Power grid:
Scale: 4 px per um. Pins as bars on the die edge.
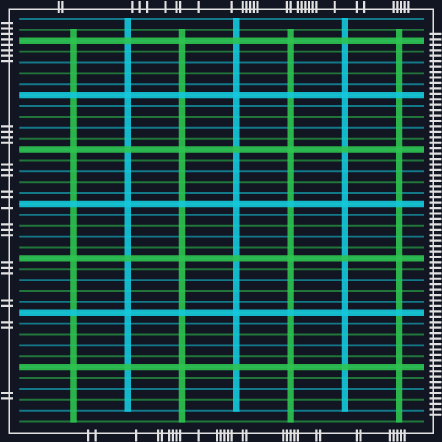
Cells colored by class:
Scale: 2 px per um. Fill, decap, tap and diode cells in gray.
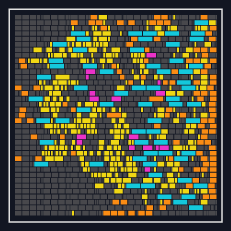
Clock wires, drivers and flops:
Scale: 6 px per um.
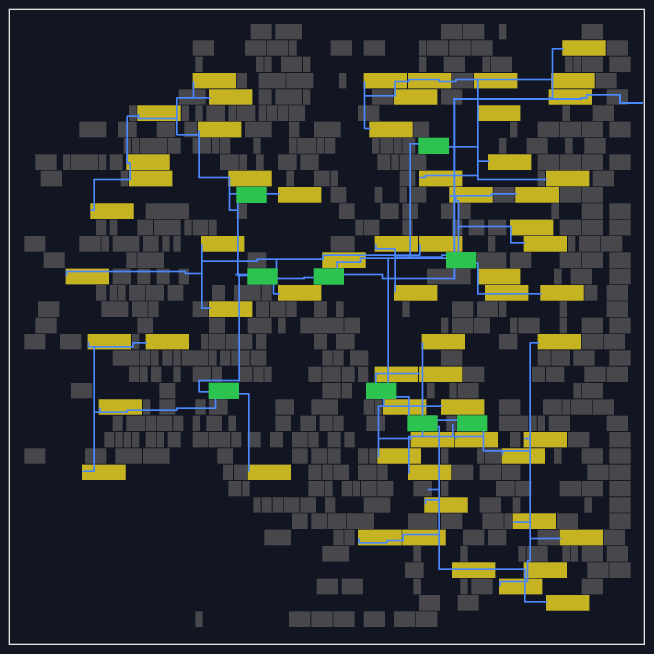
[config.mk]
export PLATFORM = sky130hd
export DESIGN_NAME = bram_wavetable_ctrl
export DESIGN_NICKNAME = d
export VERILOG_FILES = /design/src/rtl/bram_wavetable_ctrl.sv
export SDC_FILE = /design/constraint.sdc
export NUM_CORES = 1
export LEC_CHECK = 0
export CAP_MARGIN = 20
export CORE_MARGIN = 2
export CORE_UTILIZATION = 35
export DETAILED_ROUTE_END_ITERATION = 7
export PLACE_DENSITY_LB_ADDON = 0.3
export SLEW_MARGIN = 0
export SYNTH_ARGS = -nofsm -noshare
export SYNTH_HDL_FRONTEND = slang
export SYNTH_SLANG_ARGS = --single-unit
export TNS_END_PERCENT = 5
[constraint.sdc]
create_clock -name clk -period 3 [get_ports clk]
set_input_delay 0.45 -clock clk [delete_from_list [all_inputs] [get_ports clk]]
set_output_delay 0.45 -clock clk [all_outputs]
set_load 0.02 [all_outputs]
[src/rtl/bram_wavetable_ctrl.sv]
// Wavetable playback sequencer for a 256x16 block RAM.
// A phase accumulator stepped at a programmable rate issues table reads.
// A zero-wait host write channel shares the RAM write port.
// When a read and a write hit the same address in one cycle, the write wins
// and the read is retried on the following cycle.
module bram_wavetable_ctrl #(
  parameter int unsigned PHASE_W = 16,
  parameter int unsigned DIV_W   = 8
) (
  input  logic               clk,
  input  logic               rst,
  input  logic               enable,
  input  logic [PHASE_W-1:0] phase_inc,
  input  logic [DIV_W-1:0]   rate_div,
  input  logic               phase_clr,
  input  logic               host_wvalid,
  output logic               host_wready,
  input  logic [7:0]         host_waddr,
  input  logic [15:0]        host_wdata,
  input  logic [15:0]        host_wmask,
  output logic               sample_valid,
  output logic [15:0]        sample_data,
  output logic [7:0]         sample_addr,
  output logic [7:0]         ram_waddr,
  output logic [15:0]        ram_din,
  output logic [15:0]        ram_mask,
  output logic               ram_write_en,
  output logic               ram_wclke,
  output logic [7:0]         ram_raddr,
  output logic               ram_read_en,
  output logic               ram_rclke,
  input  logic [15:0]        ram_dout
);

  typedef enum logic [1:0] {
    S_IDLE  = 2'd0,
    S_RUN   = 2'd1,
    S_DRAIN = 2'd2
  } state_t;

  state_t r_state;
  state_t w_state_nxt;

  logic [PHASE_W-1:0] r_phase;
  logic [DIV_W-1:0]   r_div;
  logic               r_pend;
  logic [7:0]         r_pend_addr;
  logic               r_rd_issued;
  logic [7:0]         r_rd_addr;
  logic               r_sample_valid;
  logic [15:0]        r_sample_data;
  logic [7:0]         r_sample_addr;
  logic               r_wready;

  logic               w_wrap;
  logic               w_tick;
  logic [7:0]         w_tick_addr;
  logic               w_wr_acc;
  logic               w_rd_req;
  logic [7:0]         w_rd_addr;
  logic               w_collide;
  logic               w_issue;

  // Tick generation, read request selection and write/read collision detect.
  // A held read takes precedence over a fresh tick, so a tick arriving while a
  // read is pending is dropped while the phase still advances.
  always_comb begin
    w_wrap      = (r_state == S_RUN) && (r_div >= rate_div);
    w_tick      = w_wrap && !phase_clr;
    w_tick_addr = r_phase[PHASE_W-1 -: 8];
    w_wr_acc    = host_wvalid && r_wready;
    w_rd_req    = r_pend || w_tick;
    w_rd_addr   = r_pend ? r_pend_addr : w_tick_addr;
    w_collide   = w_wr_acc && (host_waddr == w_rd_addr);
    w_issue     = w_rd_req && !w_collide;
  end

  // Next-state logic: DRAIN lingers only while a held read is still blocked.
  always_comb begin
    w_state_nxt = r_state;
    case (r_state)
      S_IDLE:  if (enable) w_state_nxt = S_RUN;
      S_RUN:   if (!enable) w_state_nxt = S_DRAIN;
      S_DRAIN: if (!(w_rd_req && w_collide)) w_state_nxt = S_IDLE;
      default: w_state_nxt = S_IDLE;
    endcase
  end

  // State register.
  always_ff @(posedge clk) begin
    if (rst) r_state <= S_IDLE;
    else     r_state <= w_state_nxt;
  end

  // Phase/divider, pending read, read pipeline and sample output registers.
  always_ff @(posedge clk) begin
    if (rst) begin
      r_phase        <= '0;
      r_div          <= '0;
      r_pend         <= 1'b0;
      r_pend_addr    <= '0;
      r_rd_issued    <= 1'b0;
      r_rd_addr      <= '0;
      r_sample_valid <= 1'b0;
      r_sample_data  <= '0;
      r_sample_addr  <= '0;
      r_wready       <= 1'b0;
    end else begin
      r_wready <= 1'b1;

      if (phase_clr)   r_phase <= '0;
      else if (w_tick) r_phase <= r_phase + phase_inc;

      if (phase_clr || (r_state != S_RUN) || w_wrap) r_div <= '0;
      else                                           r_div <= r_div + DIV_W'(1);

      r_pend      <= w_rd_req && w_collide;
      r_pend_addr <= w_rd_addr;

      r_rd_issued <= w_issue;
      r_rd_addr   <= w_rd_addr;

      r_sample_valid <= r_rd_issued;
      if (r_rd_issued) begin
        r_sample_data <= ram_dout;
        r_sample_addr <= r_rd_addr;
      end
    end
  end

  assign host_wready  = r_wready;
  assign sample_valid = r_sample_valid;
  assign sample_data  = r_sample_data;
  assign sample_addr  = r_sample_addr;
  assign ram_waddr    = host_waddr;
  assign ram_din      = host_wdata;
  assign ram_mask     = host_wmask;
  assign ram_write_en = w_wr_acc;
  assign ram_wclke    = 1'b1;
  assign ram_raddr    = w_rd_addr;
  assign ram_read_en  = w_issue;
  assign ram_rclke    = 1'b1;

endmodule

==> metrics.cfg <==
[routing]
vias = 3055
via_per_inst = 4.83
drt_wl_total_um = 8320

[finish]
drive_gt1_share_pct = 8.25
antenna_cells = 0
fin_nets = 602

[synthesis]
syn_area_per_cell_um2 = 8.54
xor_area_share_pct = 4.36
synth_stat.cells = 423
ys_types = 52
synth-edff-count = 0
yosysWarnings = 0
synth_cells = 423

[timing]
skew_ps = 13.0
min_period_ps = 2860
rsz0062_at_grt = false
drv_slew = 0
whs_ps = 457

[clock_tree]
cts_buffers = 9
cts_tree = yes

[setup_path]
cp.arrival_ps = 2410
path_max_fanout = 2
worst_r2r_endpoint = r_phase[8]$_SDFFE_PP0P_

[die]
row_count = 37
die_h_um = 106

[status]
status = complete, no violations

## Picture notes: 'power grid'
Key: VSS = green; VDD = cyan
7 straps on met4. 38 met1 rails follow the rows. 163 signal pins sit on the boundary. 7 straps on met5.

## Picture notes: 'cells colored by class'
Key: flops = cyan [cells 62]; combinational and other logic = yellow [cells 306]; other buffers and delay cells = orange [cells 113]; clock drivers and dummy loads = magenta [cells 16]

## Picture notes: 'clock wires, drivers and flops'
Key: flip-flops = yellow [count 62]; clock drivers = green [count 9]; clock wires = blue [length 861 um]
Position of the flops: widely spread.

-- repair_timing --
item | 4_1_cts | 5_1_grt
hold buffers | 0 | 0
pin swaps | 0 | 0
endpoints found under the setup margin | 1 | 1
setup buffers | 0 | 0
gates resized | 2 | 3
-- cell families after synthesis --
| logic type | Yosys count |
|---|---|
| and+or+nand+nor | 128 |
| buffers and inverters | 83 |
| AOI/OAI and AO/OA | 74 |
| DFF | 62 |
| muxes | 32 |
| adders and majority gates | 25 |
| xor gates and xnor gates | 18 |
| other | 1 |
-- worst max-delay path, cell delays in order --
cell	delay, ps
clkdlybuf4s50_1	450
inv_1	40
ha_1	320
a211oi_2	240
o211ai_1	140
a21oi_2	140
nor2_1	80
a21oi_2	160
nor2b_1	60
dlygate4sd2_1	330
-- metal layers --
| layer | global-route usage, % | share of wire [%] |
|---|---|---|
| met1 | 19.5 | 48 |
| met2 | 24.7 | 44 |
| met3 | 3.83 | 6.6 |
| met4 | 4.70 | 1.1 |
| met5 | 0 | 0 |
-- stage by stage --
stage / area, um2 / cells / power, mW
after floorplan: 3620 / 424 / 0.988
after global placement: 4520 / 617 / 1.02
after detailed placement: 4520 / 617 / 1.02
after CTS: 4700 / 633 / 1.68
after global routing: 4710 / 633 / 1.73
final: 4710 / 633 / 1.65
-- synth_stat cells (2+ instances only) --
library cell  instances  area share [%]
dfxtp_1              62              34
nor2_1               52             5.4
buf_4                42             8.7
mux2i_1              30             8.3
inv_1                27             2.8
a21oi_1              26             3.6
ha_1                 24             8.3
nand2_1              24             2.5
xnor2_1              14             3.4
clkbuf_1             11             1.1
nand3_1              11             1.5
o21ai_0               9             1.2
and3_1                8             1.4
o211ai_1              7             1.5
a21o_1                6             1.2
nor3_1                6            0.83
nor2b_1               5            0.87
o21a_1                5             1.0
a211oi_1              4            0.83
or3_1                 4            0.69
xor2_1                4            0.97
o31ai_1               3            0.62
or4_1                 3            0.62
a21boi_0              2            0.42
a31oi_1               2            0.35
mux2i_2               2            0.76
nand2b_1              2            0.35
nand4_1               2            0.35
nor4_1                2            0.35
or2_2                 2            0.35
-- power by group --
group	leakage [nW]	internal [mW]	switching [mW]	total (mW)
Combinational	1.30	0.100	0.0760	0.176
Clock	0.0933	0.302	0.345	0.647
Sequential	0.500	0.825	0.00142	0.826
Total	1.89	1.23	0.422	1.65
-- worst min path at each step --
stage	from	end	slack [ps]	cells after the start
6_report	r_phase[7]$_SDFFE_PP0P_	r_phase[7]$_SDFFE_PP0P_	460	2
5_1_grt	r_phase[3]$_SDFFE_PP0P_	r_phase[3]$_SDFFE_PP0P_	480	2
4_1_cts	r_phase[7]$_SDFFE_PP0P_	r_phase[7]$_SDFFE_PP0P_	460	2
3_5_place_dp	r_phase[7]$_SDFFE_PP0P_	r_phase[7]$_SDFFE_PP0P_	450	2
2_1_floorplan	r_div[0]$_SDFF_PP0_	r_div[0]$_SDFF_PP0_	430	1
3_3_place_gp	r_div[0]$_SDFF_PP0_	r_div[0]$_SDFF_PP0_	440	1
-- final cells by class --
class	instances	area share, %
clock inverters	7	1.06
well taps	136	3.61
clock buffers	9	2.63
inverters	27	2.15
flip-flops and latches	62	26.3
multi-input cells	279	40.6
repair buffers	113	23.6
Power is estimated from default activity; no workload was simulated.
